--- src/rtl/rca_pipe.sv ---
// Pipelined ripple-carry adder: one SW-bit slice per rank, carry registered between ranks; global stall on out_ready.
// Latency STAGES cycles, one result per cycle; optional signed-overflow output Ovf under RCA_PIPE_OVF_EN.
module rca_pipe #(
  parameter int WIDTH  = 16,
  parameter int STAGES = 4
) (
  input  logic             clk,
  input  logic             rst,
  input  logic [WIDTH-1:0] A,
  input  logic [WIDTH-1:0] B,
  input  logic             Cin,
  input  logic             in_valid,
  output logic             in_ready,
  output logic [WIDTH-1:0] Sum,
  output logic             Cout,
  output logic             out_valid,
  input  logic             out_ready
`ifdef RCA_PIPE_OVF_EN
  ,
  output logic             Ovf
`endif
);

  localparam int SW = WIDTH / STAGES;
  localparam int L  = STAGES - 1;

  // Operands shift right by SW per rank so each slice always works on the low SW bits.
  // The sum shifts right the same way, with each new slice entering at the top.
  logic [STAGES-1:0] r_vld;
  logic [STAGES-1:0] r_cy;
  logic [WIDTH-1:0]  r_a   [STAGES];
  logic [WIDTH-1:0]  r_b   [STAGES];
  logic [WIDTH-1:0]  r_sum [STAGES];

  logic [WIDTH-1:0]  w_ain   [STAGES];
  logic [WIDTH-1:0]  w_bin   [STAGES];
  logic [WIDTH-1:0]  w_sprev [STAGES];
  logic [SW-1:0]     w_s     [STAGES];
  logic [STAGES-1:0] w_cin;
  logic [STAGES-1:0] w_co;
  logic              w_adv;

  assign w_adv     = ~r_vld[L] | out_ready;
  assign in_ready  = w_adv & ~rst;
  assign out_valid = r_vld[L];
  assign Sum       = r_sum[L];
  assign Cout      = r_cy[L];

  always_comb begin : comb_slice
    logic w_c;
    w_ain[0]   = A;
    w_bin[0]   = B;
    w_cin[0]   = Cin;
    w_sprev[0] = '0;
    for (int k = 1; k < STAGES; k++) begin
      w_ain[k]   = r_a[k-1];
      w_bin[k]   = r_b[k-1];
      w_cin[k]   = r_cy[k-1];
      w_sprev[k] = r_sum[k-1];
    end
    for (int k = 0; k < STAGES; k++) begin
      w_c    = w_cin[k];
      w_s[k] = '0;
      for (int j = 0; j < SW; j++) begin
        w_s[k][j] = w_ain[k][j] ^ w_bin[k][j] ^ w_c;
        w_c       = (w_ain[k][j] & w_bin[k][j]) | (w_c & (w_ain[k][j] ^ w_bin[k][j]));
      end
      w_co[k] = w_c;
    end
  end

  always_ff @(posedge clk) begin
    if (rst) begin
      r_vld <= '0;
      r_cy  <= '0;
      for (int k = 0; k < STAGES; k++) begin
        r_a[k]   <= '0;
        r_b[k]   <= '0;
        r_sum[k] <= '0;
      end
    end else if (w_adv) begin
      r_vld[0] <= in_valid & in_ready;
      for (int k = 1; k < STAGES; k++) begin
        r_vld[k] <= r_vld[k-1];
      end
      for (int k = 0; k < STAGES; k++) begin
        r_a[k]   <= w_ain[k] >> SW;
        r_b[k]   <= w_bin[k] >> SW;
        r_sum[k] <= (w_sprev[k] >> SW) | (WIDTH'(w_s[k]) << (WIDTH - SW));
        r_cy[k]  <= w_co[k];
      end
    end
  end

`ifdef RCA_PIPE_OVF_EN
  // Carry into the MSB is recovered as a^b^s at that bit.
  logic w_ovf;
  logic r_ovf;
  assign w_ovf = w_ain[L][SW-1] ^ w_bin[L][SW-1] ^ w_s[L][SW-1] ^ w_co[L];
  assign Ovf   = r_ovf;

  always_ff @(posedge clk) begin
    if (rst) begin
      r_ovf <= 1'b0;
    end else if (w_adv) begin
      r_ovf <= w_ovf;
    end
  end
`endif

endmodule

--- config.mk ---
export PLATFORM = sky130hd
export DESIGN_NAME = rca_pipe
export DESIGN_NICKNAME = d
export VERILOG_FILES = /design/src/rtl/rca_pipe.sv
export SDC_FILE = /design/constraint.sdc
export NUM_CORES = 1
export LEC_CHECK = 0
export CAP_MARGIN = 0
export CORE_ASPECT_RATIO = 0.7
export CORE_MARGIN = 10
export CORE_UTILIZATION = 40
export CTS_CLUSTER_DIAMETER = 30
export DETAILED_ROUTE_END_ITERATION = 8
export GPL_TIMING_DRIVEN = 0
export SLEW_MARGIN = 20
export SYNTH_ARGS = -nofsm -noshare
export SYNTH_HDL_FRONTEND = slang
export SYNTH_SLANG_ARGS = --single-unit
--- constraint.sdc ---
create_clock -name clk -period 4.6 [get_ports clk]
set_clock_uncertainty 0.15 [all_clocks]
set_input_delay 0.69 -clock clk [delete_from_list [all_inputs] [get_ports clk]]
set_output_delay 0.69 -clock clk [all_outputs]
set_load 0.02 [all_outputs]
**Run 1: the clock network**

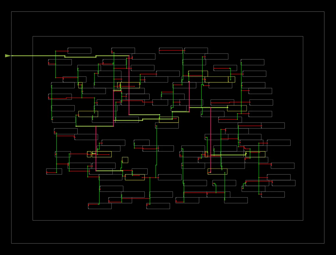
sequential cells: 96
clock latency on the worst-skew pair: 0.34 ns
clock group total power: 728 uW
clock buffers: 10

**Run 1: clock distribution**

(4 px per um)
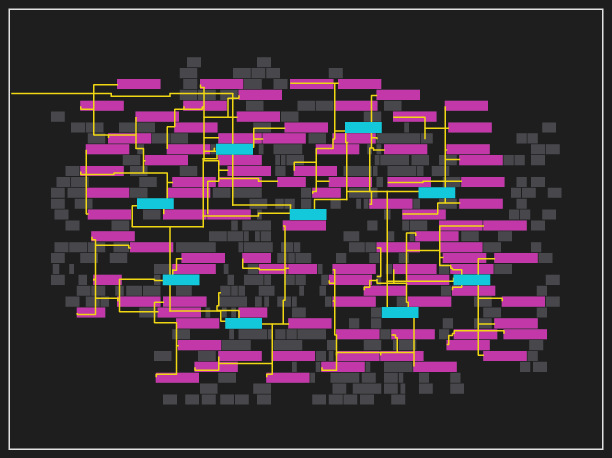
[cyan] cells driving clock nets | count: 9
[magenta] flip-flops | count: 96
[yellow] clock wires | length: 1,170 um
routed clock nets	10
relative contribution of the clock network to total power: 0.378

**Run 1: cell classes on the final placement**

(2 px per um) Fill, decap, tap and diode cells in grey.
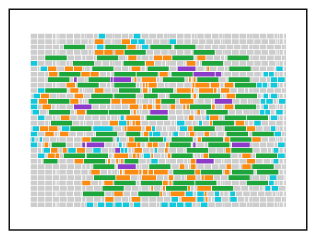
colour	class	cells
purple	clock drivers and dummy loads	16
green	flip-flops	96
orange	all other logic	153
cyan	other buffers and delay cells	92
Core Rows: 32
placeable core area: 11,130 um2
flop share of the area: 0.4965

**Run 1: local utilization**

(2 px per um) 15 x 11 tiles, from black (low) to pale yellow (high), 0 to 100% covered.
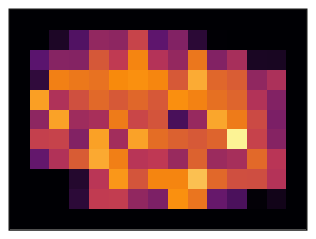
densest ninth of the die	centre
nearly empty tiles	35%
mean over tiles	34%
Pre-Place Util: 0.4123
fraction of the core area covered by cells at the end of the flow: 0.5072

==> flow_summary.yaml, run 1 <==
# physical design summary
run_status:
  status: "finished clean"
floorplan:
  design.portCount: 56
  number_of_tapcells: 153
setup_path:
  timing.critical_path.slowest_cell_delay_ns: 0.63
  cp.depth: 6
  cp_cell_sequence: "clkdlybuf4s50_1, nor2b_2, buf_6, buf_4, nor2_1, clkdlybuf4s50_1"
  path_delay_family: "buffers and inverters"
  critical_path_peak_fanout: 10
  cp_slowest_cell: "clkdlybuf4s50_1"
  worstPathBufferInverterCount: 4
final_layout:
  n_all_buffers: 92
  biggestRegsByFlops: "r_sum x40, r_a x24, r_b x24"
  flip_flop_count_of_the_largest_register_all_copies_and_words_added: 40
  area_dominant_class: "sequential cells"
  final_common_cell: "edfxtp_1"
  final_cell_mix: "88 x edfxtp_1, 61 x nor3b_2, 54 x clkdlybuf4s50_1, 29 x inv_1, 23 x nor3b_1"
  layout.filler_cells: 952
  clock_tree_area_fraction: 0.05120
min_path:
  hold_path.class: "reg -> reg"
  whs_path_depth: 2
clock_network:
  cts-root-buf: "clkbuf_16"
  clk_path_buf_depth: 2
  clock_tree_from_tritoncts: "done"
  cts_hold_repair.buffers: 0
final_timing:
  final_critical_path_setup_slack_ns: 1.256
  finalSetupViolations: 0
  clock_period_minus_final_worst_setup_slack_ns: 3.344
  finalHoldViolations: 0
routing:
  maxUsedRoutingLayer: "met4"
  via_count: 2354
  routed-wl-met2_mm: 3.739
  drt_first_iter_violations: 141
  number_of_routed_nets_with_antenna_violations: 0
synthesis:
  yosysTopAreaCellShare: 0.5758
  yosys.area_share.adder: 0.06979
  synth_flops: 96
  synth.cellmix.xorXnorShare: 0
global_routing:
  global_route.peak_usage_layer: "met2"
  grt-ovfl-total: 0
  grt.met1_usage: 0.1369
  grt_use_met3: 0.04023
placement:
  dpl-instance-area_um2: 5356
  gpl.final_weighted_congestion: 0.7245
  place_ws_ns: 1.238
  hpwlAfterDp_mm: 5.701
power:
  pg_seq_mw: 1.02
  comb_power_uw: 180
  power_switching_uw: 400.7
run:
  warnings: 26
==> run 1 -> run 2 <==
==> constraint.sdc (replaced) <==
create_clock -name clk -period 2.8 [get_ports clk]
set_clock_uncertainty 0.15 [all_clocks]
set_input_delay 0.42 -clock clk [delete_from_list [all_inputs] [get_ports clk]]
set_output_delay 0.42 -clock clk [all_outputs]
set_load 0.02 [all_outputs]
==> flow_summary.yaml, run 2 <==
# physical design summary
synthesis:
  async_s_r_ff_share_synth: 0
  synth.cellmix.xorXnorShare: 0
  yosys.area_share.adder: 0.06979
  synth_flops: 96
  yosysTopAreaCellShare: 0.5758
power:
  pg_seq_mw: 1.67
  clkPwrFrac: 0.388
  vdd.ir_drop.worst_v: 0.0003161
  power_switching_uw: 696.6
  fin_total_pwr_mw: 3.214
  comb_power_uw: 292
final_layout:
  clock_tree_area_fraction: 0.05373
  final_net_count: 405
  layout.filler_cells: 956
  n_all_buffers: 92
  flip_flop_count_of_the_largest_register_all_copies_and_words_added: 40
  seq_cell_count: 96
  area_dominant_class: "sequential cells"
  nonClkBufAreaFrac: 0.1472
  biggestRegsByFlops: "r_sum x40, r_a x24, r_b x24"
placement:
  gpl.final_weighted_congestion: 0.7246
  hpwlAfterDp_mm: 5.705
  place_ws_ns: -0.05474
  dpl-instance-area_um2: 5356
setup_path:
  worstPathBufferInverterCount: 3
  cp_cell_sequence: "inv_1, fa_1, inv_1, fa_1, fa_1, inv_1, fa_1, nor3_1"
  critical_path_peak_fanout: 1
  crit_start: "r_b[0][0]"
  path_delay_family: "adder cells"
  cp.depth: 8
  timing.critical_path.slowest_cell_delay_ns: 0.44
  cp_slowest_cell: "fa_1"
run:
  drv_cap: 0
  warnings: 26
global_routing:
  grt_use_met3: 0.04803
  grt.total_usage: 0.1079
  grt-ovfl-total: 0
  grt.met1_usage: 0.1365
  global_route.peak_usage_layer: "met2"
  via_count_of_the_first_global_routing_pass: 2596
final_timing:
  finalSetupViolations: 0
  clock_period_minus_final_worst_setup_slack_ns: 2.569
  finalHoldViolations: 0
clock_network:
  cts_hold_repair.buffers: 0
  cts-root-buf: "clkbuf_16"
  clk_path_buf_depth: 2
  clock_tree_from_tritoncts: "done"
floorplan:
  core_rows: 32
  core_area_um2: 11130
  design.portCount: 56
  die_w_um: 148.0
routing:
  via_count: 2339
  routed-wl-met2_mm: 3.664
  number_of_routed_nets_with_antenna_violations: 0
  drt_first_iter_violations: 107
  maxUsedRoutingLayer: "met4"
min_path:
  worstHoldStart: "r_vld[2]"
  whs_path_depth: 2
  min_delay_worst_endpoint: "r_vld[3]"
run_status:
  status: "finished clean"
**Run 2: local utilization**

(2 px per um) 15 x 11 tiles, from black (low) to pale yellow (high), 0 to 100% covered.
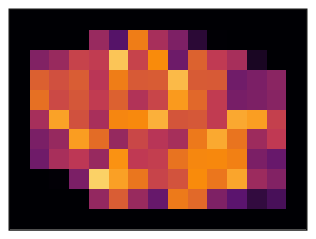
fullest tile	90%
emptiest ninth of the die	upper right
mean over tiles	34%
densest ninth of the die	centre
nearly empty tiles	37%
fraction of the core area covered by cells at the end of the flow: 0.5084

**Run 2: a small window of the routed layout**

Window x 62 to 87, y 42 to 67 um. Cells in grey, sequential cells in the stronger grey; small squares are vias.
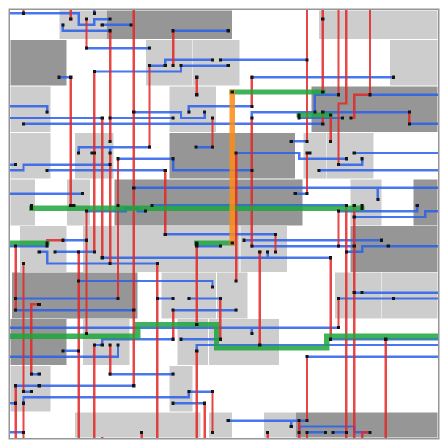
colour	layer
orange	met4
red	met2
green	met3
blue	met1
most frequent	nor3b_1 (6)
cells with their middle in the window	32
netlist names of flops here include	`r_cy` (3)
sequential cells in the window	6

**Run 2: the clock network**

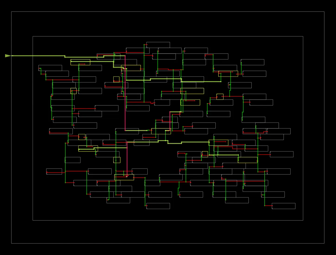
clock group total power: 1.25 mW
number of buffers inserted during clock tree synthesis: 9

Power and IR drop assume default switching activity.
